Run 1, logic cells by family:
Scale bar: 10 um.
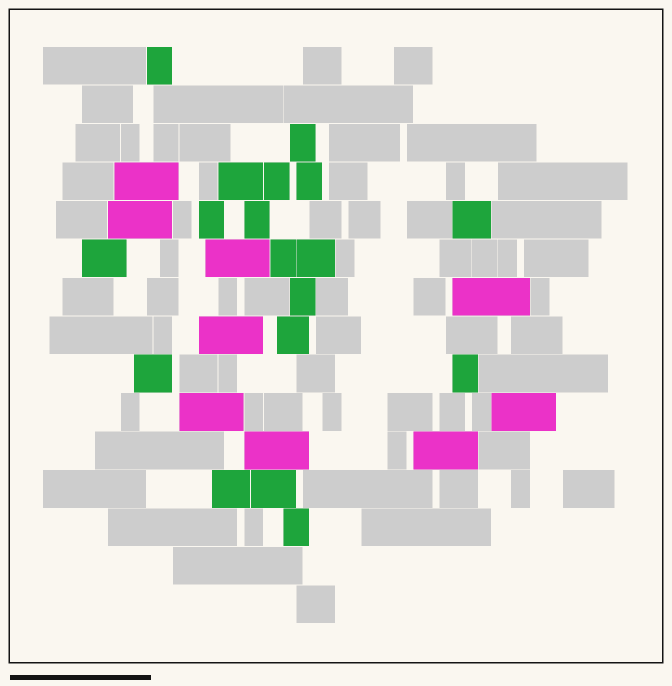
Run 1, cell sizes after repair:
Scale bar: 10 um.
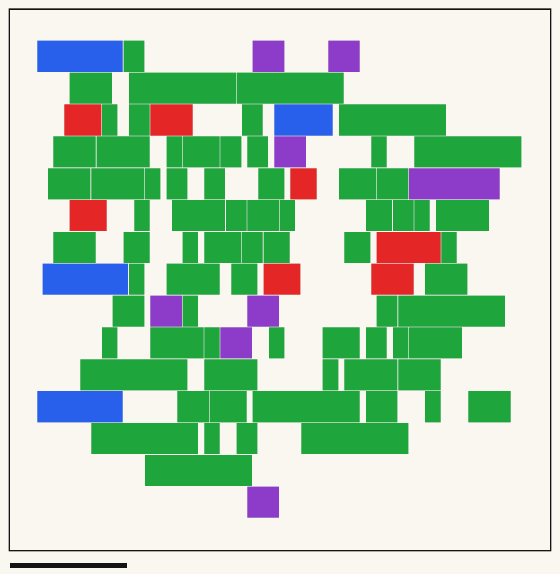
Run 1, sequential cells coloured by netlist name:
Scale bar: 10 um. Other sequential cells in the stronger grey, the rest of the logic in the fainter grey.
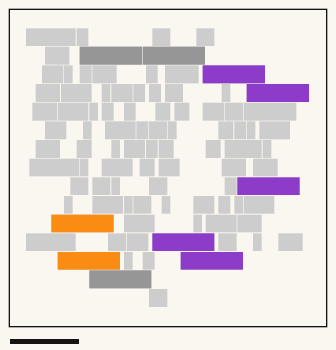
Run 1, cells coloured by class:
Scale bar: 10 um.
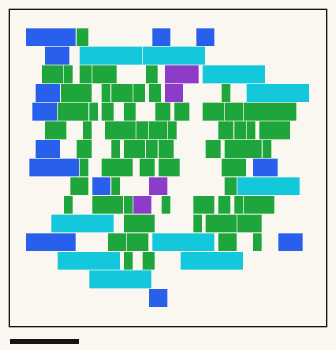
$ cat src/rtl/core_pkg.sv
// Shared types and constants for the v4 core's memory access path.
// Pure declarations: no logic, no latency.
// No flow control of its own.
package core_pkg;

  typedef enum logic [1:0] {
    IDLE   = 2'd0,
    LD_REQ = 2'd1,
    LD_WB  = 2'd2,
    ST_REQ = 2'd3
  } mem_state_t;

  localparam int DEFAULT_MEM_TIMEOUT = 16;

endpackage

$ cat src/rtl/wait_timer.sv
// Saturating wait counter that flags the last permitted cycle of a RAM request.
// Latency: expired is combinational from the registered count.
// No backpressure; clear wins over enable, and the count never wraps.
module wait_timer
  import core_pkg::*;
#(
  parameter int TIMEOUT = DEFAULT_MEM_TIMEOUT
) (
  input  logic clock,
  input  logic nReset,
  input  logic clear,
  input  logic enable,
  output logic expired
);

  localparam int CNT_W = (TIMEOUT > 0) ? $clog2(TIMEOUT + 1) : 1;
  localparam logic [CNT_W-1:0] CNT_MAX = (TIMEOUT > 0) ? CNT_W'(TIMEOUT) : {CNT_W{1'b1}};
  localparam logic [CNT_W-1:0] EXP_VAL = CNT_W'((TIMEOUT > 0) ? (TIMEOUT - 1) : 0);

  logic [CNT_W-1:0] r_cnt;

  // Count waiting cycles, restarting on clear and holding at the ceiling.
  always_ff @(posedge clock or negedge nReset) begin
    if (!nReset) begin
      r_cnt <= '0;
    end else if (clear) begin
      r_cnt <= '0;
    end else if (enable && (r_cnt != CNT_MAX)) begin
      r_cnt <= r_cnt + CNT_W'(1);
    end
  end

  // A zero TIMEOUT means requests may wait forever.
  assign expired = (TIMEOUT > 0) && (r_cnt == EXP_VAL);

endmodule

$ cat src/rtl/mem_access_ctrl.sv
// Sequences data-RAM loads/stores, freezing the PC and gating regfile writes.
// Latency: ALU ops 1 cycle, stores >= 2 cycles, loads >= 3 cycles.
// Stalls on missing mem_ack; aborts with an err pulse after TIMEOUT waiting cycles.
module mem_access_ctrl
  import core_pkg::*;
#(
  parameter int TIMEOUT = DEFAULT_MEM_TIMEOUT
) (
  input  logic clock,
  input  logic nReset,
  input  logic ramR,
  input  logic ramW,
  input  logic regw,
  input  logic writesel,
  input  logic mem_ack,
  output logic mem_req,
  output logic mem_we,
  output logic incr_en,
  output logic regw_en,
  output logic busy,
  output logic err
);

  mem_state_t r_state;
  mem_state_t w_state_nxt;
  logic       r_mem_req;
  logic       w_mem_req_nxt;
  logic       r_mem_we;
  logic       w_mem_we_nxt;
  logic       r_err;
  logic       w_err_nxt;
  logic       w_tmr_clear;
  logic       w_tmr_en;
  logic       w_expired;

  wait_timer #(
    .TIMEOUT (TIMEOUT)
  ) u_wait_timer (
    .clock   (clock),
    .nReset  (nReset),
    .clear   (w_tmr_clear),
    .enable  (w_tmr_en),
    .expired (w_expired)
  );

  // State and registered RAM-facing outputs.
  always_ff @(posedge clock or negedge nReset) begin
    if (!nReset) begin
      r_state   <= IDLE;
      r_mem_req <= 1'b0;
      r_mem_we  <= 1'b0;
      r_err     <= 1'b0;
    end else begin
      r_state   <= w_state_nxt;
      r_mem_req <= w_mem_req_nxt;
      r_mem_we  <= w_mem_we_nxt;
      r_err     <= w_err_nxt;
    end
  end

  // Next state, next registered outputs and the combinational stall/writeback gates.
  always_comb begin
    w_state_nxt   = r_state;
    w_mem_req_nxt = r_mem_req;
    w_mem_we_nxt  = r_mem_we;
    w_err_nxt     = 1'b0;
    incr_en       = 1'b0;
    regw_en       = 1'b0;
    w_tmr_clear   = 1'b0;
    w_tmr_en      = 1'b0;
    case (r_state)
      IDLE: begin
        // Decoder inputs are only trusted here; mem_ack is ignored.
        w_tmr_clear = 1'b1;
        if (ramR && ramW) begin
          w_err_nxt = 1'b1;
          incr_en   = 1'b1;
        end else if (ramR) begin
          w_state_nxt   = LD_REQ;
          w_mem_req_nxt = 1'b1;
          w_mem_we_nxt  = 1'b0;
        end else if (ramW) begin
          w_state_nxt   = ST_REQ;
          w_mem_req_nxt = 1'b1;
          w_mem_we_nxt  = 1'b1;
        end else begin
          incr_en = 1'b1;
          regw_en = regw;
        end
      end
      LD_REQ: begin
        // An ack on the final permitted cycle beats the abort.
        if (mem_ack) begin
          w_state_nxt   = LD_WB;
          w_mem_req_nxt = 1'b0;
        end else if (w_expired) begin
          w_state_nxt   = IDLE;
          w_mem_req_nxt = 1'b0;
          w_mem_we_nxt  = 1'b0;
          w_err_nxt     = 1'b1;
          incr_en       = 1'b1;
        end else begin
          w_tmr_en = 1'b1;
        end
      end
      LD_WB: begin
        // Read data is written back exactly once, here.
        regw_en     = regw & writesel;
        incr_en     = 1'b1;
        w_state_nxt = IDLE;
      end
      ST_REQ: begin
        if (mem_ack) begin
          w_state_nxt   = IDLE;
          w_mem_req_nxt = 1'b0;
          w_mem_we_nxt  = 1'b0;
          incr_en       = 1'b1;
        end else if (w_expired) begin
          w_state_nxt   = IDLE;
          w_mem_req_nxt = 1'b0;
          w_mem_we_nxt  = 1'b0;
          w_err_nxt     = 1'b1;
          incr_en       = 1'b1;
        end else begin
          w_tmr_en = 1'b1;
        end
      end
      default: begin
        w_state_nxt   = IDLE;
        w_mem_req_nxt = 1'b0;
        w_mem_we_nxt  = 1'b0;
      end
    endcase
  end

  assign mem_req = r_mem_req;
  assign mem_we  = r_mem_we;
  assign err     = r_err;
  assign busy    = (r_state != IDLE);

endmodule

$ cat config.mk
export PLATFORM = sky130hd
export DESIGN_NAME = mem_access_ctrl
export DESIGN_NICKNAME = d
export VERILOG_FILES = /design/src/rtl/core_pkg.sv /design/src/rtl/wait_timer.sv /design/src/rtl/mem_access_ctrl.sv
export SDC_FILE = /design/constraint.sdc
export NUM_CORES = 1
export LEC_CHECK = 0
export CAP_MARGIN = 5
export CORE_MARGIN = 2
export CORE_UTILIZATION = 40
export DETAILED_ROUTE_END_ITERATION = 12
export PLACE_DENSITY = 0.69
export SLEW_MARGIN = 20
export SYNTH_ARGS = -nofsm -noshare
export SYNTH_HDL_FRONTEND = slang
export SYNTH_SLANG_ARGS = --single-unit
$ cat constraint.sdc
create_clock -name clock -period 2.3 [get_ports clock]
set_input_delay 0.23 -clock clock [delete_from_list [all_inputs] [get_ports clock]]
set_output_delay 0.23 -clock clock [all_outputs]
set_load 0.1 [all_outputs]
==> report_table.html, run 1 <==
<p>Metrics extracted from the flow reports.</p>
<table>
<tr><th>Metric</th><th>Value</th></tr>
<tr><th colspan="2">Clocking</th></tr>
<tr><td>Max clock buf depth</td><td>2</td></tr>
<tr><td>Setup Fix Bufs, Post-CTS</td><td>0</td></tr>
<tr><td>Cts bufs inserted</td><td>3</td></tr>
<tr><td>CTS clk-pin slew, worst paths</td><td>0.07 ns</td></tr>
<tr><th colspan="2">Place</th></tr>
<tr><td>Number of cells after detailed placement</td><td>105</td></tr>
<tr><th colspan="2">Final timing</th></tr>
<tr><td>Max_slew headroom</td><td>0.694</td></tr>
<tr><td>Final period util</td><td>0.943</td></tr>
<tr><td>Unrepaired setup endpoints after global routing</td><td>no</td></tr>
<tr><td>Final Max Slew Viols</td><td>0</td></tr>
<tr><td>Final number of setup-violating endpoints</td><td>0</td></tr>
<tr><th colspan="2">Synthesis</th></tr>
<tr><td>Max-area cell share</td><td>0.353</td></tr>
<tr><td>Synth Area in Compound Gates</td><td>0.180</td></tr>
<tr><td>Largest cells by area after synthesis</td><td>dfrtp_1, ha_1, inv_1, nor2_1, a21oi_1</td></tr>
<tr><td>Mapped Cells</td><td>77</td></tr>
<tr><th colspan="2">Run status</th></tr>
<tr><td>Run status</td><td>completed</td></tr>
<tr><th colspan="2">Setup path</th></tr>
<tr><td>Worst setup slack for register-to-register paths</td><td>0.42 ns</td></tr>
<tr><td>Critical Path RT</td><td>2.07 ns</td></tr>
<tr><td>Stages on the worst setup path</td><td>7</td></tr>
<tr><th colspan="2">Layout</th></tr>
<tr><td>Number of fillers in the final layout</td><td>159</td></tr>
<tr><td>Largest cell class</td><td>multi-input combinational cells</td></tr>
<tr><td>Clock distribution area overhead in the final layout</td><td>0.0394</td></tr>
<tr><td>Final core utilization</td><td>0.545</td></tr>
<tr><td>Biggest regs</td><td>u_wait_timer.r_cnt (5), r_state (2)</td></tr>
<tr><td>Share of cells above drive strength 1</td><td>0.207</td></tr>
<tr><th colspan="2">Route</th></tr>
<tr><td>Met2 Wirelength</td><td>708 um</td></tr>
<tr><td>Number of nets with antenna violations after detailed routing</td><td>0</td></tr>
<tr><th colspan="2">Global route</th></tr>
<tr><td>Met1 usage in global routing</td><td>0.202</td></tr>
<tr><td>Vias in the first global route</td><td>607</td></tr>
<tr><th colspan="2">Floorplan</th></tr>
<tr><td>Die Size</td><td>0.00213 sq mm</td></tr>
</table>
Notes on 'logic cells by family' above:
Key: green = aoi and oai cells [cells 18]; magenta = fa/ha/maj cells [cells 9, most used ha_1]
Comb area share: 0.466
most common library cell in the layout ignoring fill and taps: dfrtp_1

Notes on 'cell sizes after repair' above:
Key: purple = x3 and x4 [cells 8, share 8.7%]; blue = x6 and larger [cells 4, share 4.3%]; red = x2 [cells 7, share 7.6%]; green = x1 and smaller [cells 73, share 79%]

Notes on 'sequential cells coloured by netlist name' above:
Key: orange = r_state [sequential cells 2]; purple = u_wait_timer.r_cnt [sequential cells 5]

Notes on 'cells coloured by class' above:
Key: cyan = registers [cells 10, share of their area 28%]; purple = clock drivers and dummy loads [cells 4, share of their area 4.0%]; green = remaining logic cells [cells 65, share of their area 51%]; blue = remaining buffers and delay cells [cells 13, share of their area 17%]

==> inputs of run 2 (changes only) <==
--- a/config.mk
+++ b/config.mk
@@ -14,3 +14,4 @@
 export SYNTH_ARGS = -nofsm -noshare
 export SYNTH_HDL_FRONTEND = slang
 export SYNTH_SLANG_ARGS = --single-unit
+export TNS_END_PERCENT = 5
Run 2, logic cells by family:
Scale bar: 10 um.
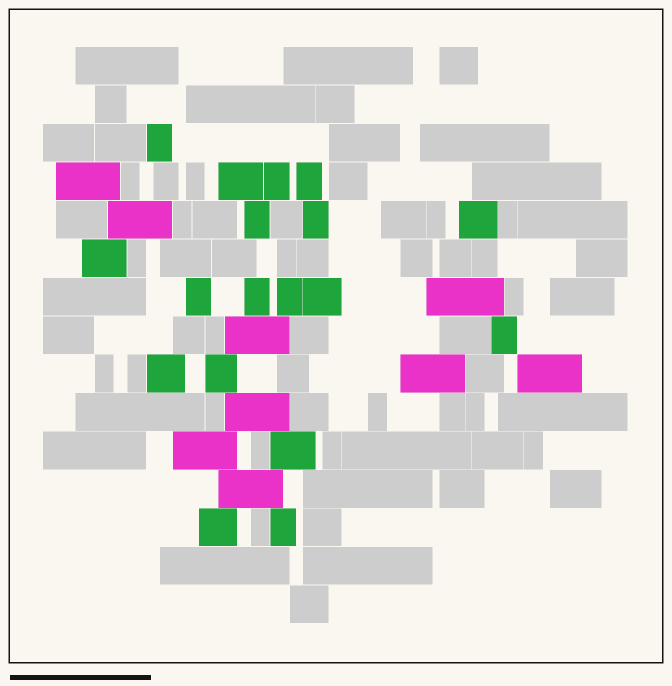
Comb area share: 0.465
number of non-filler instances in the completed layout: 109

==> run 2 against run 1 <==
  * Via count shrank 3.5%
  * Clock-buffer cell count did not move
  * Sequential share of layout area grew 0.074 points
  * Critical path type unchanged
==> report_table.html, run 2 <==
<p>Metrics extracted from the flow reports.</p>
<table>
<tr><th>Metric</th><th>Value</th></tr>
<tr><th colspan="2">Clocking</th></tr>
<tr><td>Max clock buf depth</td><td>2 (unchanged)</td></tr>
<tr><td>Setup Fix Bufs, Post-CTS</td><td>0 (unchanged)</td></tr>
<tr><td>CTS clk-pin slew, worst paths</td><td>0.07 ns (about the same)</td></tr>
<tr><td>Cts bufs inserted</td><td>3 (unchanged)</td></tr>
<tr><td>Post-cts repair resize count</td><td>0</td></tr>
<tr><th colspan="2">Synthesis</th></tr>
<tr><td>Synth Area in Compound Gates</td><td>0.180 (unchanged)</td></tr>
<tr><td>Max-area cell share</td><td>0.353 (unchanged)</td></tr>
<tr><th colspan="2">Layout</th></tr>
<tr><td>Share of cells above drive strength 1</td><td>0.196 (-0.0109)</td></tr>
<tr><td>Largest cell class</td><td>multi-input combinational cells</td></tr>
<tr><td>Biggest regs</td><td>u_wait_timer.r_cnt (5), r_state (2)</td></tr>
<tr><td>Most common library cell in the layout ignoring fill and taps</td><td>dfrtp_1</td></tr>
<tr><td>Number of fillers in the final layout</td><td>144 (-9.4%)</td></tr>
<tr><td>Clock distribution area overhead in the final layout</td><td>0.0395 (+0.000107)</td></tr>
<tr><th colspan="2">Final timing</th></tr>
<tr><td>Final number of setup-violating endpoints</td><td>0 (unchanged)</td></tr>
<tr><td>Unrepaired setup endpoints after global routing</td><td>no</td></tr>
<tr><td>Final period util</td><td>0.920 (-0.0224)</td></tr>
<tr><td>Final Max Slew Viols</td><td>0 (unchanged)</td></tr>
<tr><td>Max_slew headroom</td><td>0.695 (+0.000821)</td></tr>
<tr><th colspan="2">Route</th></tr>
<tr><td>Drt total wl</td><td>1.31 mm</td></tr>
<tr><td>Met2 Wirelength</td><td>633 um (-11%)</td></tr>
<tr><td>Number of nets with antenna violations after detailed routing</td><td>0 (unchanged)</td></tr>
<tr><td>Number of iterations in the first detailed-routing pass</td><td>4</td></tr>
<tr><th colspan="2">Floorplan</th></tr>
<tr><td>Die Size</td><td>0.00213 sq mm (unchanged)</td></tr>
<tr><th colspan="2">Setup path</th></tr>
<tr><td>Stages on the worst setup path</td><td>7 (unchanged)</td></tr>
<tr><td>Worst setup slack for register-to-register paths</td><td>0.45 ns (+0.03 ns)</td></tr>
<tr><th colspan="2">Run status</th></tr>
<tr><td>Run status</td><td>completed</td></tr>
<tr><th colspan="2">Global route</th></tr>
<tr><td>Vias in the first global route</td><td>559 (-7.9%)</td></tr>
<tr><td>Met1 usage in global routing</td><td>0.215 (+0.0130)</td></tr>
</table>
Run 2, cell sizes after repair:
Scale bar: 10 um.
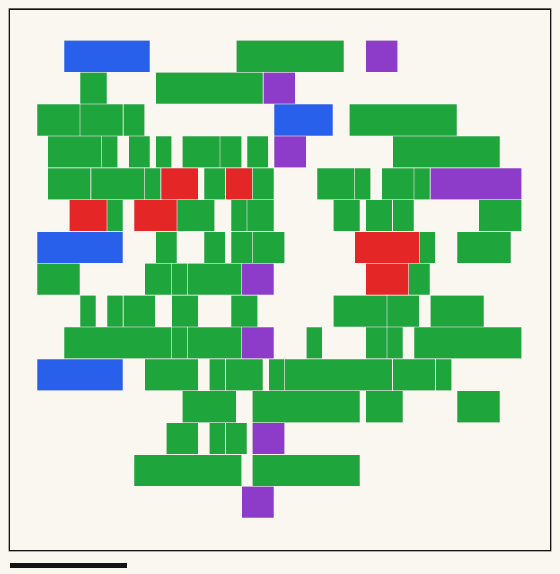
Key: red = x2 [cells 6, share 6.5%]; blue = x6 and larger [cells 4, share 4.3%]; green = x1 and smaller [cells 74, share 80%]; purple = x3 and x4 [cells 8, share 8.7%]

==> inputs of run 3 (changes only) <==
--- a/config.mk
+++ b/config.mk
@@ -9,9 +9,10 @@
 export CORE_MARGIN = 2
 export CORE_UTILIZATION = 40
 export DETAILED_ROUTE_END_ITERATION = 12
-export PLACE_DENSITY = 0.69
+export PLACE_DENSITY = 0.68
 export SLEW_MARGIN = 20
 export SYNTH_ARGS = -nofsm -noshare
 export SYNTH_HDL_FRONTEND = slang
+export SYNTH_HIERARCHICAL = 1
 export SYNTH_SLANG_ARGS = --single-unit
 export TNS_END_PERCENT = 5
Run 3, sequential cells coloured by netlist name:
Scale bar: 10 um. Other sequential cells in the stronger grey, the rest of the logic in the fainter grey.
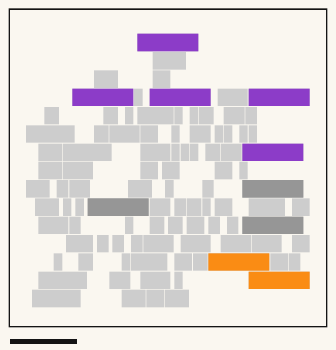
Key: orange = r_state [sequential cells 2]; purple = u_wait_timer/r_cnt [sequential cells 5]
Another 3 sequential cells are not coloured.

==> run 3 against run 2 <==
  * Global-route usage rose by 0.067 points
  * Utilization rose by 2.2 points
  * Critical path depth did not move
  * Hold slack improved by 0.0083 ns
  * Die size rose by 3.9%
  * Largest cell class unchanged
  * Clock-buffer cell count did not move
  * Maximum frequency fell by 1.7%
  * Synthesized cell count rose by 2.6%
==> report_table.html, run 3 <==
<p>Metrics extracted from the flow reports.</p>
<table>
<tr><th>Metric</th><th>Value</th></tr>
<tr><th colspan="2">Clocking</th></tr>
<tr><td>Post-cts repair resize count</td><td>0 (unchanged)</td></tr>
<tr><td>Max clock buf depth</td><td>2 (unchanged)</td></tr>
<tr><td>CTS clk-pin slew, worst paths</td><td>0.07 ns (about the same)</td></tr>
<tr><td>Setup Fix Bufs, Post-CTS</td><td>0 (unchanged)</td></tr>
<tr><th colspan="2">Route</th></tr>
<tr><td>Drt total wl</td><td>1.49 mm (+14%)</td></tr>
<tr><td>Number of iterations in the first detailed-routing pass</td><td>4 (unchanged)</td></tr>
<tr><td>Number of nets with antenna violations after detailed routing</td><td>0 (unchanged)</td></tr>
<tr><th colspan="2">Layout</th></tr>
<tr><td>Biggest regs</td><td>u_wait_timer/r_cnt (5), r_state (2)</td></tr>
<tr><td>Share of cells above drive strength 1</td><td>0.216 (+0.0208)</td></tr>
<tr><td>Number of fillers in the final layout</td><td>162 (+13%)</td></tr>
<tr><th colspan="2">Synthesis</th></tr>
<tr><td>Synth Area in Compound Gates</td><td>0.181 (+0.00115)</td></tr>
<tr><td>Max-area cell share</td><td>0.338 (-0.0143)</td></tr>
<tr><th colspan="2">Final timing</th></tr>
<tr><td>Final period util</td><td>0.936 (+0.0162)</td></tr>
<tr><td>Final Max Slew Viols</td><td>0 (unchanged)</td></tr>
<tr><td>Max_slew headroom</td><td>0.680 (-0.0152)</td></tr>
<tr><th colspan="2">Setup path</th></tr>
<tr><td>Worst setup slack for register-to-register paths</td><td>0.24 ns (-0.21 ns)</td></tr>
<tr><td>Stages on the worst setup path</td><td>7 (unchanged)</td></tr>
<tr><th colspan="2">Run status</th></tr>
<tr><td>Run status</td><td>completed</td></tr>
<tr><th colspan="2">Global route</th></tr>
<tr><td>Met1 usage in global routing</td><td>0.215 (about the same)</td></tr>
<tr><td>Vias in the first global route</td><td>533 (-4.7%)</td></tr>
<tr><th colspan="2">Floorplan</th></tr>
<tr><td>Die Size</td><td>0.00221 sq mm (+3.9%)</td></tr>
</table>
Run 3, logic cells by family:
Scale bar: 10 um.
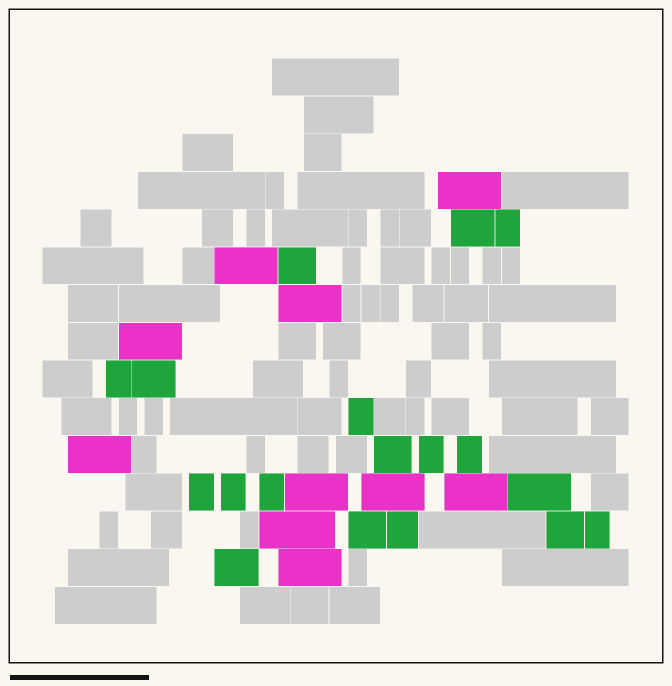
Comb area share: 0.474
number of non-filler instances in the completed layout: 122

